`config.mk`:
```
export PLATFORM = sky130hd
export DESIGN_NAME = dual_copy_read_ctrl
export DESIGN_NICKNAME = d
export VERILOG_FILES = /design/src/rtl/dual_copy_read_ctrl.sv
export SDC_FILE = /design/constraint.sdc
export NUM_CORES = 1
export LEC_CHECK = 0
export ABC_AREA = 0
export CORE_UTILIZATION = 49
export DETAILED_ROUTE_END_ITERATION = 7
export GPL_ROUTABILITY_DRIVEN = 0
export PLACE_DENSITY_LB_ADDON = 0.12
export SKIP_CTS_REPAIR_TIMING = 1
export SLEW_MARGIN = 0
export SYNTH_ARGS = -nofsm -noshare
export SYNTH_HDL_FRONTEND = slang
export SYNTH_SLANG_ARGS = --single-unit
```
`constraint.sdc`:
```
create_clock -name clk -period 3.15 [get_ports clk]
set_input_delay 0.315 -clock clk [delete_from_list [all_inputs] [get_ports clk]]
set_output_delay 0.315 -clock clk [all_outputs]
set_load 0.005 [all_outputs]
```
`src/rtl/dual_copy_read_ctrl.sv`:
```
// -----------------------------------------------------------------------------
// dual_copy_read_ctrl
//
// Read-path controller for a store that keeps two copies of every codeword.
// Each request reads the primary copy and sends it through the external ECC
// decoder. If the decoder flags an error, the same address is read from the
// secondary copy and decoded again. When the secondary copy decodes cleanly it
// is returned and, if REPAIR_EN is set, written back over the bad primary
// copy. One response is returned per request. Saturating counters track
// primary errors, repair writes and double failures.
//
// Ports
//   clk, rst        : clock (rising edge) and synchronous active-high reset
//   req_valid/ready : request handshake; ready only while idle
//   req_addr        : read address, captured on the accepting cycle
//   pri_rd_en       : primary read strobe (pri_rdata valid one cycle later)
//   pri_wr_en       : primary repair write strobe
//   pri_addr        : primary address for reads and repair writes
//   pri_wdata       : repair codeword (secondary copy), zero when not writing
//   pri_rdata       : primary read data
//   sec_rd_en       : secondary read strobe (sec_rdata valid one cycle later)
//   sec_addr        : secondary address
//   sec_rdata       : secondary read data
//   dec_en          : decoder strobe
//   dec_codeword    : codeword presented to the decoder, zero when idle
//   dec_data        : decoded data, valid one cycle after dec_en
//   dec_error       : decoder error flag, valid one cycle after dec_en
//   rsp_valid/ready : response handshake; response held until accepted
//   rsp_data        : returned data
//   rsp_source      : 0 = primary copy, 1 = secondary copy
//   rsp_fail        : both copies were flagged bad
//   rsp_repaired    : primary copy was rewritten for this request
//   cnt_pri_err     : saturating count of primary decode errors
//   cnt_repair      : saturating count of repair writes
//   cnt_fail        : saturating count of double failures
// -----------------------------------------------------------------------------
module dual_copy_read_ctrl #(
    parameter int DATA_WIDTH     = 8,
    parameter int CODEWORD_WIDTH = 16,
    parameter int ADDR_WIDTH     = 10,
    parameter int CNT_WIDTH      = 16,
    parameter bit REPAIR_EN      = 1'b1
) (
    input  logic                      clk,
    input  logic                      rst,

    input  logic                      req_valid,
    output logic                      req_ready,
    input  logic [ADDR_WIDTH-1:0]     req_addr,

    output logic                      pri_rd_en,
    output logic                      pri_wr_en,
    output logic [ADDR_WIDTH-1:0]     pri_addr,
    output logic [CODEWORD_WIDTH-1:0] pri_wdata,
    input  logic [CODEWORD_WIDTH-1:0] pri_rdata,

    output logic                      sec_rd_en,
    output logic [ADDR_WIDTH-1:0]     sec_addr,
    input  logic [CODEWORD_WIDTH-1:0] sec_rdata,

    output logic                      dec_en,
    output logic [CODEWORD_WIDTH-1:0] dec_codeword,
    input  logic [DATA_WIDTH-1:0]     dec_data,
    input  logic                      dec_error,

    output logic                      rsp_valid,
    input  logic                      rsp_ready,
    output logic [DATA_WIDTH-1:0]     rsp_data,
    output logic                      rsp_source,
    output logic                      rsp_fail,
    output logic                      rsp_repaired,

    output logic [CNT_WIDTH-1:0]      cnt_pri_err,
    output logic [CNT_WIDTH-1:0]      cnt_repair,
    output logic [CNT_WIDTH-1:0]      cnt_fail
);

    typedef enum logic [3:0] {
        S_IDLE    = 4'd0,
        S_PRI_RD  = 4'd1,
        S_PRI_DEC = 4'd2,
        S_PRI_CHK = 4'd3,
        S_SEC_RD  = 4'd4,
        S_SEC_DEC = 4'd5,
        S_SEC_CHK = 4'd6,
        S_REPAIR  = 4'd7,
        S_RESP    = 4'd8
    } state_t;

    state_t                    r_state;
    logic [ADDR_WIDTH-1:0]     r_addr;
    logic [CODEWORD_WIDTH-1:0] r_sec_cw;

    logic                      r_req_ready;
    logic                      r_pri_rd_en;
    logic                      r_pri_wr_en;
    logic                      r_sec_rd_en;
    logic                      r_dec_en;
    logic                      r_dec_sel_sec;

    logic                      r_rsp_valid;
    logic [DATA_WIDTH-1:0]     r_rsp_data;
    logic                      r_rsp_source;
    logic                      r_rsp_fail;
    logic                      r_rsp_repaired;

    logic [CNT_WIDTH-1:0]      r_cnt_pri_err;
    logic [CNT_WIDTH-1:0]      r_cnt_repair;
    logic [CNT_WIDTH-1:0]      r_cnt_fail;

    logic [CODEWORD_WIDTH-1:0] w_dec_codeword;

    // Counter increment that sticks at all-ones instead of wrapping.
    function automatic logic [CNT_WIDTH-1:0] sat_inc(input logic [CNT_WIDTH-1:0] v);
        if (&v) begin
            return v;
        end
        return v + {{(CNT_WIDTH-1){1'b0}}, 1'b1};
    endfunction

    // The decoder sees the store read data directly in the cycle after the
    // read strobe, so the mux is combinational; it is forced to zero whenever
    // no decode is in progress.
    always_comb begin
        w_dec_codeword = '0;
        if (r_dec_en) begin
            w_dec_codeword = r_dec_sel_sec ? sec_rdata : pri_rdata;
        end
    end

    always_ff @(posedge clk) begin
        if (rst) begin
            r_state        <= S_IDLE;
            r_addr         <= '0;
            r_sec_cw       <= '0;
            r_req_ready    <= 1'b1;
            r_pri_rd_en    <= 1'b0;
            r_pri_wr_en    <= 1'b0;
            r_sec_rd_en    <= 1'b0;
            r_dec_en       <= 1'b0;
            r_dec_sel_sec  <= 1'b0;
            r_rsp_valid    <= 1'b0;
            r_rsp_data     <= '0;
            r_rsp_source   <= 1'b0;
            r_rsp_fail     <= 1'b0;
            r_rsp_repaired <= 1'b0;
            r_cnt_pri_err  <= '0;
            r_cnt_repair   <= '0;
            r_cnt_fail     <= '0;
        end else begin
            // Strobes are one-cycle pulses: each is raised only on the
            // transition into the state that owns it.
            r_pri_rd_en <= 1'b0;
            r_pri_wr_en <= 1'b0;
            r_sec_rd_en <= 1'b0;
            r_dec_en    <= 1'b0;

            case (r_state)
                S_IDLE: begin
                    if (req_valid && r_req_ready) begin
                        r_addr      <= req_addr;
                        r_req_ready <= 1'b0;
                        r_pri_rd_en <= 1'b1;
                        r_state     <= S_PRI_RD;
                    end
                end

                S_PRI_RD: begin
                    r_dec_en      <= 1'b1;
                    r_dec_sel_sec <= 1'b0;
                    r_state       <= S_PRI_DEC;
                end

                S_PRI_DEC: begin
                    r_state <= S_PRI_CHK;
                end

                S_PRI_CHK: begin
                    // Primary data is kept even when flagged, so a double
                    // failure can still return the best-effort primary value.
                    r_rsp_data   <= dec_data;
                    r_rsp_source <= 1'b0;
                    if (!dec_error) begin
                        r_rsp_valid <= 1'b1;
                        r_state     <= S_RESP;
                    end else begin
                        r_cnt_pri_err <= sat_inc(r_cnt_pri_err);
                        r_sec_rd_en   <= 1'b1;
                        r_state       <= S_SEC_RD;
                    end
                end

                S_SEC_RD: begin
                    r_dec_en      <= 1'b1;
                    r_dec_sel_sec <= 1'b1;
                    r_state       <= S_SEC_DEC;
                end

                S_SEC_DEC: begin
                    // Keep the raw secondary codeword for the repair write.
                    r_sec_cw <= sec_rdata;
                    r_state  <= S_SEC_CHK;
                end

                S_SEC_CHK: begin
                    if (!dec_error) begin
                        r_rsp_data   <= dec_data;
                        r_rsp_source <= 1'b1;
                        if (REPAIR_EN) begin
                            r_pri_wr_en    <= 1'b1;
                            r_rsp_repaired <= 1'b1;
                            r_cnt_repair   <= sat_inc(r_cnt_repair);
                            r_state        <= S_REPAIR;
                        end else begin
                            r_rsp_valid <= 1'b1;
                            r_state     <= S_RESP;
                        end
                    end else begin
                        r_rsp_fail   <= 1'b1;
                        r_rsp_source <= 1'b0;
                        r_cnt_fail   <= sat_inc(r_cnt_fail);
                        r_rsp_valid  <= 1'b1;
                        r_state      <= S_RESP;
                    end
                end

                S_REPAIR: begin
                    r_rsp_valid <= 1'b1;
                    r_state     <= S_RESP;
                end

                S_RESP: begin
                    if (rsp_ready) begin
                        r_rsp_valid    <= 1'b0;
                        r_rsp_data     <= '0;
                        r_rsp_source   <= 1'b0;
                        r_rsp_fail     <= 1'b0;
                        r_rsp_repaired <= 1'b0;
                        r_req_ready    <= 1'b1;
                        r_state        <= S_IDLE;
                    end
                end

                default: begin
                    r_req_ready <= 1'b1;
                    r_rsp_valid <= 1'b0;
                    r_state     <= S_IDLE;
                end
            endcase
        end
    end

    assign req_ready    = r_req_ready;
    assign pri_rd_en    = r_pri_rd_en;
    assign pri_wr_en    = r_pri_wr_en;
    assign pri_addr     = r_addr;
    assign pri_wdata    = r_pri_wr_en ? r_sec_cw : '0;
    assign sec_rd_en    = r_sec_rd_en;
    assign sec_addr     = r_addr;
    assign dec_en       = r_dec_en;
    assign dec_codeword = w_dec_codeword;
    assign rsp_valid    = r_rsp_valid;
    assign rsp_data     = r_rsp_data;
    assign rsp_source   = r_rsp_source;
    assign rsp_fail     = r_rsp_fail;
    assign rsp_repaired = r_rsp_repaired;
    assign cnt_pri_err  = r_cnt_pri_err;
    assign cnt_repair   = r_cnt_repair;
    assign cnt_fail     = r_cnt_fail;

endmodule

```
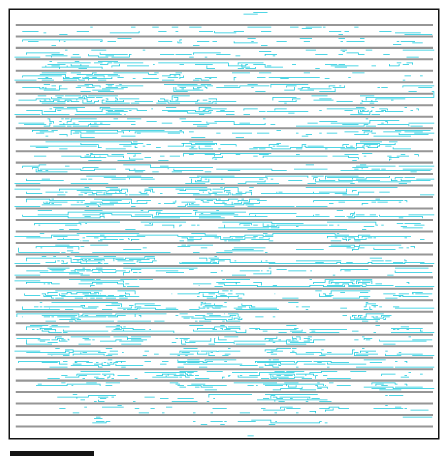
**Above:** the metal 1 layer.
Scale bar: 20 um. Supply wires on this layer in grey.
nets with wire on the layer: 671
longest straight run: 23.5 um

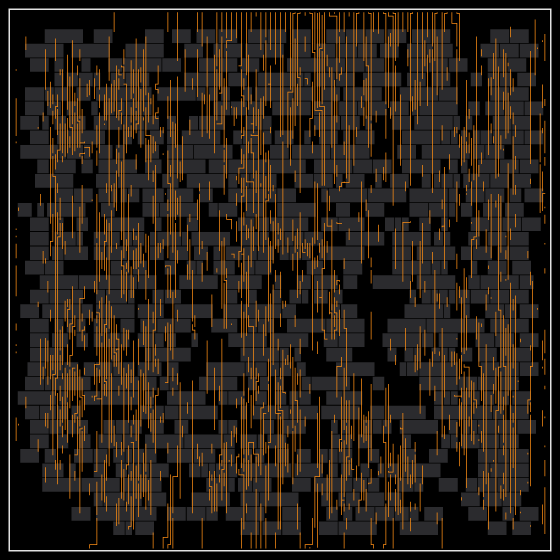
**Above:** met2 routing.
Cells faint in the background.
share of all routed wire: 49%
wire length on this layer: 6140 um
main direction: vertical
longest straight run: 43.2 um
nets with wire on the layer: 655
total vias in the final route: 4690
Total Wirelength: 12.51 mm
met2 Usage GRT: 41.76%

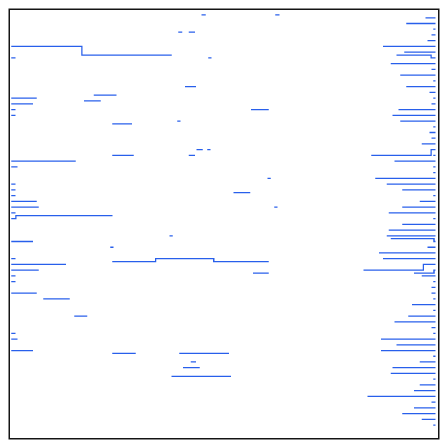
**Above:** signal wires on met3.
wire length on this layer: 665 um
nets with wire on the layer: 113
share of all routed wire: 5.3%

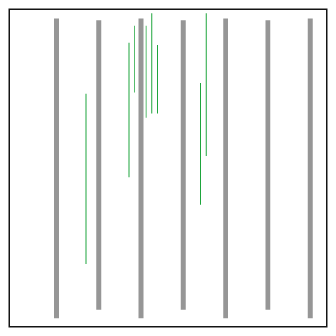
**Above:** signal wires on met4.
Supply wires on this layer in grey.
nets with wire on the layer: 7
longest straight run: 54.4 um
main direction: vertical

==> results.toml <==
# generated from flow reports
[drt]
postRouteAntennaNets = 0
drt_iter0_markers = 210

[placement]
dpl_worst_slack_ns = 0.7699
placed_area_sq_um = 6538

[logic_synthesis]
fp_nets = 621
synth_area_per_cell_sq_um = 8.610
ys_sh_mux_pct = 8.570
ys_sh_simple_pct = 30.10

[timing]
slew_headroom_pct = 36.57
finalCritPeriodShare_pct = 78.32

[final_layout]
syn_to_final_growth_pct = 38.56
final_cell_mix = "clkdlybuf4s50_1, dfxtp_1, a21oi_1, nand2_1, nor2b_1"
clock_buffers = 9
comb_share_pct = 39.87
sh_seq_area_pct = 28.61
area_share_clock_buf_inv_pct = 2.664
post-route-util_pct = 71.34
diodes = 0
register_area_sq_um = 1922

[setup_path]
worst_r2r_endpoint = "cnt_repair[15]"
rr_worst_depth = 4
rrSetupSlack_ns = 0.79
r2r-start = "r_state[2]"
crit_chain = "buf_4 -> mux2i_1 -> nor2b_1 -> clkdlybuf4s50_1"

[pwr]
fin_total_pwr_mw = 2.290
powerDensity_nw_per_um2 = 340.9
p_switching_mw = 0.5857
irDropWorstVdd_mv = 0.2716

[cts]
clock_sinks = 96
cts_tree = "built"
cts.clk_slew.worst_paths_ns = 0.10

[worst_hold_path]
hold_path_end = "r_sec_cw[1]"
hp-class = "flip-flop to flip-flop"

[floorplanning]
core_sq_um = 9415
chipArea_sq_um = 10290

[run]
warnings = 26

[grt]
top_usage_layer = "met2"

[run_status]
status = "completed"
[synthesized netlist by cell type, types with 10 or more instances]
cell,count
dfxtp_1,96
clkbuf_1,16
o21ai_0,24
o31ai_1,18
nand2_1,51
nor2_1,28
nand4_1,14
mux2_2,12
a21oi_1,61
nor2b_1,29
or3_1,11
buf_2,12
mux2i_1,28
or4_1,16
buf_4,10
nand3_1,17
and2_1,20
[power by group through the flow]
stage	Clock (mW)	Combinational (mW)	Sequential, mW
floorplan	0	0.137	1.28
global placement	0	0.276	1.29
detailed placement	0	0.281	1.30
CTS	0.757	0.282	1.27
global route	0.808	0.304	1.27
finish	0.743	0.280	1.27
[state kept, by name, indices dropped and copies added, names as in the netlist, 4 cells and up]
register     flops
pri_addr        10
rsp_data         8
r_sec_cw        16
cnt_pri_err     16
cnt_fail        16
r_state          4
cnt_repair      16
